[src/rtl/ram_arbiter_pkg.sv]
// Shared types and constants for the two-requester RAM arbiter.
package ram_arbiter_pkg;

    typedef enum logic [1:0] {
        IDLE   = 2'd0,
        SETUP  = 2'd1,
        STROBE = 2'd2,
        HOLD   = 2'd3
    } state_e;

    // Cycles per RAM access, accept edge to next possible accept edge.
    localparam int unsigned PHASE_COUNT = 4;

endpackage

[src/rtl/ram_arbiter_if.sv]
// Requester-side handshake and RAM-side strobe bundle for ram_arbiter.
interface ram_arbiter_if #(
    parameter int unsigned ADDR_WIDTH = 8,
    parameter int unsigned DATA_WIDTH = 8
);
    logic                  req0_valid;
    logic                  req0_ready;
    logic                  req0_we;
    logic [ADDR_WIDTH-1:0] req0_addr;
    logic [DATA_WIDTH-1:0] req0_wdata;
    logic                  rsp0_valid;
    logic [DATA_WIDTH-1:0] rsp0_rdata;

    logic                  req1_valid;
    logic                  req1_ready;
    logic                  req1_we;
    logic [ADDR_WIDTH-1:0] req1_addr;
    logic [DATA_WIDTH-1:0] req1_wdata;
    logic                  rsp1_valid;
    logic [DATA_WIDTH-1:0] rsp1_rdata;

    logic [ADDR_WIDTH-1:0] ram_addr;
    logic [DATA_WIDTH-1:0] ram_data_in;
    logic [DATA_WIDTH-1:0] ram_data_out;
    logic                  ram_cs;
    logic                  ram_we;
    logic                  ram_oe;

    // Arbiter side
    modport slave (
        input  req0_valid, req0_we, req0_addr, req0_wdata,
        input  req1_valid, req1_we, req1_addr, req1_wdata,
        output req0_ready, rsp0_valid, rsp0_rdata,
        output req1_ready, rsp1_valid, rsp1_rdata,
        output ram_addr, ram_data_in, ram_cs, ram_we, ram_oe,
        input  ram_data_out
    );

    // Requesters plus attached RAM
    modport master (
        output req0_valid, req0_we, req0_addr, req0_wdata,
        output req1_valid, req1_we, req1_addr, req1_wdata,
        input  req0_ready, rsp0_valid, rsp0_rdata,
        input  req1_ready, rsp1_valid, rsp1_rdata,
        input  ram_addr, ram_data_in, ram_cs, ram_we, ram_oe,
        output ram_data_out
    );
endinterface

[src/rtl/rr_arbiter_2.sv]
// Two-way round-robin grant: a lone request wins; on a tie the requester
// that did not win last time is granted.
module rr_arbiter_2 (
    input  logic [1:0] req,
    input  logic       last_grant,
    input  logic       enable,
    output logic [1:0] grant
);
    always_comb begin
        grant = 2'b00;
        if (enable) begin
            case (req)
                2'b01:   grant = 2'b01;
                2'b10:   grant = 2'b10;
                2'b11:   grant = last_grant ? 2'b01 : 2'b10;
                default: grant = 2'b00;
            endcase
        end
    end
endmodule

[src/rtl/ram_arbiter.sv]
// Shares one asynchronous single-port RAM between two requesters, sequencing
// every access through setup / strobe / hold phases with registered strobes.
module ram_arbiter
    import ram_arbiter_pkg::*;
#(
    parameter int unsigned ADDR_WIDTH = 8,
    parameter int unsigned DATA_WIDTH = 8
) (
    input  logic          clk,
    input  logic          rst,
    ram_arbiter_if.slave  bus
);
    state_e                state;
    logic                  last_grant;
    logic                  owner;
    logic                  is_write;
    logic [1:0]            grant;
    logic                  sel_we;
    logic [ADDR_WIDTH-1:0] sel_addr;
    logic [DATA_WIDTH-1:0] sel_wdata;

    rr_arbiter_2 u_rr (
        .req        ({bus.req1_valid, bus.req0_valid}),
        .last_grant (last_grant),
        .enable     (state == IDLE),
        .grant      (grant)
    );

    // Ready is the grant itself, so a request is accepted whenever it is granted.
    assign bus.req0_ready = grant[0];
    assign bus.req1_ready = grant[1];

    assign sel_we    = grant[1] ? bus.req1_we    : bus.req0_we;
    assign sel_addr  = grant[1] ? bus.req1_addr  : bus.req0_addr;
    assign sel_wdata = grant[1] ? bus.req1_wdata : bus.req0_wdata;

    always_ff @(posedge clk or posedge rst) begin
        if (rst) begin
            state           <= IDLE;
            last_grant      <= 1'b1;
            owner           <= 1'b0;
            is_write        <= 1'b0;
            bus.ram_addr    <= '0;
            bus.ram_data_in <= '0;
            bus.ram_cs      <= 1'b0;
            bus.ram_we      <= 1'b0;
            bus.ram_oe      <= 1'b0;
            bus.rsp0_valid  <= 1'b0;
            bus.rsp1_valid  <= 1'b0;
            bus.rsp0_rdata  <= '0;
            bus.rsp1_rdata  <= '0;
        end else begin
            bus.rsp0_valid <= 1'b0;
            bus.rsp1_valid <= 1'b0;
            case (state)
                IDLE: begin
                    if (|grant) begin
                        owner           <= grant[1];
                        last_grant      <= grant[1];
                        is_write        <= sel_we;
                        bus.ram_addr    <= sel_addr;
                        bus.ram_data_in <= sel_wdata;
                        bus.ram_cs      <= 1'b1;
                        state           <= SETUP;
                    end
                end
                SETUP: begin
                    bus.ram_we <= is_write;
                    bus.ram_oe <= ~is_write;
                    state      <= STROBE;
                end
                STROBE: begin
                    // Read data is taken while oe is still asserted.
                    bus.ram_we <= 1'b0;
                    bus.ram_oe <= 1'b0;
                    if (!is_write) begin
                        if (owner) bus.rsp1_rdata <= bus.ram_data_out;
                        else       bus.rsp0_rdata <= bus.ram_data_out;
                    end
                    if (owner) bus.rsp1_valid <= 1'b1;
                    else       bus.rsp0_valid <= 1'b1;
                    state <= HOLD;
                end
                HOLD: begin
                    bus.ram_cs <= 1'b0;
                    state      <= IDLE;
                end
                default: state <= IDLE;
            endcase
        end
    end
endmodule

[src/flat_wrapper.sv]
// flat-port wrapper written by rule: the top's interface ports become plain ports
module ram_arbiter_flat import ram_arbiter_pkg::*;
#(
    parameter int unsigned ADDR_WIDTH = 8,
    parameter int unsigned DATA_WIDTH = 8
)
  (clk, rst, bus_req0_valid, bus_req0_we, bus_req0_addr, bus_req0_wdata, bus_req1_valid, bus_req1_we, bus_req1_addr, bus_req1_wdata, bus_req0_ready, bus_rsp0_valid, bus_rsp0_rdata, bus_req1_ready, bus_rsp1_valid, bus_rsp1_rdata, bus_ram_addr, bus_ram_data_in, bus_ram_cs, bus_ram_we, bus_ram_oe, bus_ram_data_out);
  ram_arbiter_if #(.ADDR_WIDTH(ADDR_WIDTH), .DATA_WIDTH(DATA_WIDTH)) bus_i ();
  input  logic clk;
  input  logic rst;
  input wire logic [$bits(bus_i.req0_valid)-1:0] bus_req0_valid;
  input wire logic [$bits(bus_i.req0_we)-1:0] bus_req0_we;
  input wire logic [$bits(bus_i.req0_addr)-1:0] bus_req0_addr;
  input wire logic [$bits(bus_i.req0_wdata)-1:0] bus_req0_wdata;
  input wire logic [$bits(bus_i.req1_valid)-1:0] bus_req1_valid;
  input wire logic [$bits(bus_i.req1_we)-1:0] bus_req1_we;
  input wire logic [$bits(bus_i.req1_addr)-1:0] bus_req1_addr;
  input wire logic [$bits(bus_i.req1_wdata)-1:0] bus_req1_wdata;
  output wire logic [$bits(bus_i.req0_ready)-1:0] bus_req0_ready;
  output wire logic [$bits(bus_i.rsp0_valid)-1:0] bus_rsp0_valid;
  output wire logic [$bits(bus_i.rsp0_rdata)-1:0] bus_rsp0_rdata;
  output wire logic [$bits(bus_i.req1_ready)-1:0] bus_req1_ready;
  output wire logic [$bits(bus_i.rsp1_valid)-1:0] bus_rsp1_valid;
  output wire logic [$bits(bus_i.rsp1_rdata)-1:0] bus_rsp1_rdata;
  output wire logic [$bits(bus_i.ram_addr)-1:0] bus_ram_addr;
  output wire logic [$bits(bus_i.ram_data_in)-1:0] bus_ram_data_in;
  output wire logic [$bits(bus_i.ram_cs)-1:0] bus_ram_cs;
  output wire logic [$bits(bus_i.ram_we)-1:0] bus_ram_we;
  output wire logic [$bits(bus_i.ram_oe)-1:0] bus_ram_oe;
  input wire logic [$bits(bus_i.ram_data_out)-1:0] bus_ram_data_out;
  assign bus_i.req0_valid = bus_req0_valid;
  assign bus_i.req0_we = bus_req0_we;
  assign bus_i.req0_addr = bus_req0_addr;
  assign bus_i.req0_wdata = bus_req0_wdata;
  assign bus_i.req1_valid = bus_req1_valid;
  assign bus_i.req1_we = bus_req1_we;
  assign bus_i.req1_addr = bus_req1_addr;
  assign bus_i.req1_wdata = bus_req1_wdata;
  assign bus_req0_ready = bus_i.req0_ready;
  assign bus_rsp0_valid = bus_i.rsp0_valid;
  assign bus_rsp0_rdata = bus_i.rsp0_rdata;
  assign bus_req1_ready = bus_i.req1_ready;
  assign bus_rsp1_valid = bus_i.rsp1_valid;
  assign bus_rsp1_rdata = bus_i.rsp1_rdata;
  assign bus_ram_addr = bus_i.ram_addr;
  assign bus_ram_data_in = bus_i.ram_data_in;
  assign bus_ram_cs = bus_i.ram_cs;
  assign bus_ram_we = bus_i.ram_we;
  assign bus_ram_oe = bus_i.ram_oe;
  assign bus_i.ram_data_out = bus_ram_data_out;
  ram_arbiter #(.ADDR_WIDTH(ADDR_WIDTH), .DATA_WIDTH(DATA_WIDTH)) u_core (.clk(clk), .rst(rst), .bus(bus_i));
endmodule
[config.mk]
export PLATFORM = sky130hd
export DESIGN_NAME = ram_arbiter_flat
export DESIGN_NICKNAME = d
export VERILOG_FILES = /design/src/rtl/ram_arbiter_pkg.sv /design/src/rtl/ram_arbiter_if.sv /design/src/rtl/rr_arbiter_2.sv /design/src/rtl/ram_arbiter.sv /design/src/flat_wrapper.sv
export SDC_FILE = /design/constraint.sdc
export NUM_CORES = 1
export LEC_CHECK = 0
export CORE_MARGIN = 2
export CORE_UTILIZATION = 25
export CTS_CLUSTER_DIAMETER = 80
export DETAILED_ROUTE_END_ITERATION = 10
export SYNTH_ARGS = -nofsm -noshare
export SYNTH_HDL_FRONTEND = slang
export SYNTH_HIERARCHICAL = 1
export SYNTH_SLANG_ARGS = --single-unit
[constraint.sdc]
create_clock -name clk -period 1.6 [get_ports clk]
set_input_delay 0.32 -clock clk [delete_from_list [all_inputs] [get_ports clk]]
set_output_delay 0.32 -clock clk [all_outputs]
set_load 0.02 [all_outputs]
Figure 1. Power grid.
The bar under the picture is 20 um long. Pins as bars on the die edge.
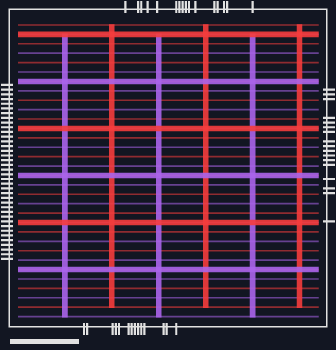
| color | net |
|---|---|
| red | VDD |
| purple | VSS |
rows: 31
signal pins: 85
met4 straps: 6
met1 rails: 32

Figure 2. Cell classes on the final placement.
Fill, decap, tap and diode cells in gray.
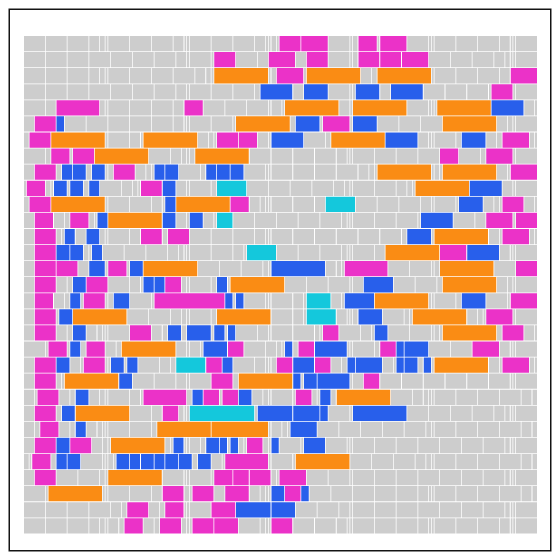
| color | class | cells | share of their area |
|---|---|---|---|
| orange | registers | 42 | 33% |
| cyan | clock drivers and dummy loads | 8 | 3.7% |
| magenta | remaining buffers and delay cells | 106 | 35% |
| blue | remaining logic cells | 110 | 28% |

==> layout make-up <==
cell class,count,share of cell area
clock inverter,3,0.0149
clock buffer,5,0.0210
multi-input combinational,103,0.259
sequential,42,0.321
timing repair buffer,106,0.338
tap,99,0.0378
inverter,7,0.00839
==> sequential cells by signal, indices dropped and copies added, names as in the netlist <==
| name | count |
|---|---|
| u_core/bus.ram_addr | 8 |
| u_core/bus.ram_cs | 1 |
| u_core/bus.ram_data_in | 8 |
| u_core/bus.ram_oe | 1 |
| u_core/bus.ram_we | 1 |
| u_core/bus.rsp0_rdata | 8 |
| u_core/bus.rsp0_valid | 1 |
| u_core/bus.rsp1_rdata | 8 |
| u_core/bus.rsp1_valid | 1 |
| u_core/is_write | 1 |
| u_core/last_grant | 1 |
| u_core/owner | 1 |
| u_core/state | 2 |
==> tightest hold or removal path, stage by stage <==
cell             delay (ns)
clkdlybuf4s50_1        0.41
inv_2                  0.07
buf_12                 0.23
==> routing by layer <==
metal,vias up,GRT usage,wire [um]
met4,0,0.0265,14
li1,795,-,-
met2,69,0.201,2430
met1,786,0.153,2270
met3,2,0.0440,427
met5,-,0,0
==> power by group through the flow <==
stage	Sequential, W	Clock, W	Combinational (W)
4_1_cts	0.00196	0.000916	0.00378
6_report	0.00194	0.000873	0.00376
3_5_place_dp	0.00198	0	0.00375
3_3_place_gp	0.00197	0	0.00371
2_1_floorplan	0.00254	0	0.00159
5_1_grt	0.00202	0.000950	0.00405
==> path summary, 6_finish.rpt <==
check | endpoint | cells past startpoint
max reg2reg | u_core/bus.rsp0_rdata[0] | 7
min reg2reg | u_core/bus.rsp1_rdata[5] | 1
min | u_core/bus.ram_data_in[5] | 3
min in group clk | u_core/bus.rsp1_rdata[5] | 1
max in group asynchronous | u_core/last_grant | 3
max | bus_req0_ready | 5
==> flow_summary.ini <==
; yosys + openroad results
[setup_path]
cp.required_ns = 1.28
startpoint = u_core/state[0]
cp-end-kind = output pin
path_cells = inv_2 > ha_4 > nand2_4 > a21oi_4 > buf_6
cpPeakStageDelay_ns = 0.39
critPathArrivalTime_ns = 1.33
critPathSlowestCell = dfrtp_1
cpLargestDelayFamily = flip-flops
crit_fanout = 3
r2r_start = u_core/state[0]
r2r_slack_ns = -0.02
path_class = flip-flop to output pin
path_buffers = 2
start_kind = flip-flop

[timing]
report.final.slew_viol_count = 0
max_freq_mhz = 608
fin_skew_ns = 0.00475
finalCriticalPeriod_ns = 1.65
setup_viol = 9
rsz0062_at_grt = yes
setup_tns_ns = -0.183
worst_slew_pin_slew_ns = 0.257
final-hold-violation-count = 0
slew_headroom = 0.828
timing.final.crit_share = 1.03
timing.hold.ws_ns = 0.361
setup_ws_ns = -0.0459

[clocking]
max-clock-path-buffers = 2
path_clk_slew_ns = 0.09
clock_sinks = 42
insertion_delay_ns = 0.29
clockRootBuffer = clkbuf_8
cts-buffers-inserted = 5
cts_tree = built
cts_hold_buffers = 0
ctsHtreeMaxLevel = 2
cts_setup_buffers = 3
cts_resized = 41

[die]
initCoreUtil = 0.260
rows = 31
core_sq_mm = 0.00733
chipArea_sq_mm = 0.00835
die_x_um = 91.4
die_y_um = 91.4
io-pin-count = 85

[synthesis]
edf_count = 0
simple_gate_share = 0.0708
netlist_top_cells_count = dfrtp_1 (41), o22ai_1 (31), a21oi_1 (19)
aoi_share = 0.159
top_cell = dfrtp_1
synthTopCellsByArea = dfrtp_1 (54%), o22ai_1 (10%), mux2_4 (6.3%)
yosysCellCount = 161
ys_types = 25
adder_share = 0.0393
largest_area_cell = dfrtp_1
synthFlopType = dfrtp_1
top_logic_kind = AND-OR/OR-AND gates
ys_area_sq_mm = 0.00191
postSynthCellCount = 161
synth_nets = 213
syn_area_sq_mm = 0.00191
yosys_warnings = 6
ys.flops = 42
synthArstFlopShare = 1.00
synthXorXnorAreaFrac = 0
avgSynthCellArea_sq_um = 11.9
top_cell_area_share = 0.538
ys_seq_frac = 0.551
synthMuxAreaShare = 0.132

[power_and_ir_drop]
comb_power_share = 0.572
leakagePower_nw = 1.62
finalPower_w = 0.00658
p_sw_frac = 0.386
p_switching_w = 0.00254
ir_worst_vdd_uv = 750
pwr-share-clk = 0.133
p_seq_frac = 0.295
p_int_w = 0.00404
p_per_area_mw_per_mm2 = 2010

[layout]
drive_above_1_share = 0.259
final_common_cell = clkdlybuf4s50_1
comb_area_sq_um = 848
n_fill_cell = 688
stdcell_count = 365
seq_area_sq_mm = 0.00105
utilization = 0.447
lay_top_cells = clkdlybuf4s50_1 (46), dfrtp_1 (41), o22ai_1 (31)
area_growth_pct = 71.9
fin_nets = 317
design_area_sq_mm = 0.00328
num_antenna_cells = 0

[detailed_routing]
num_vias = 1652
first_pass_iters = 4
via_per_inst = 4.53
ant_nets = 0
drcViolationCount = 0
totalWireLength_um = 5150
wire_per_inst_um = 14.1
drt-initial-drc-count = 47

[grt]
grt_pass1_wl_um = 8260
antenna_found_initial = 0
grt-ovfl-total = 0
grt_pass1_vias = 1712
grt.total_usage = 0.122
grt_max_degree = 43

[run_status]
outcome = complete, but fails checks
violations = negative setup slack

[place]
io_buffers = 84
placed_cell_area_sq_mm = 0.00302
post-dp-hpwl_um = 3450
pre_cts_ws_ns = -0.405
placed_cells = 352
place_congestion = 0.675

[job]
warning_count = 34
maxCapViolations = 0

[worst_hold_path]
hp-class = primary input to async pin
Power is estimated from default activity; no workload was simulated.
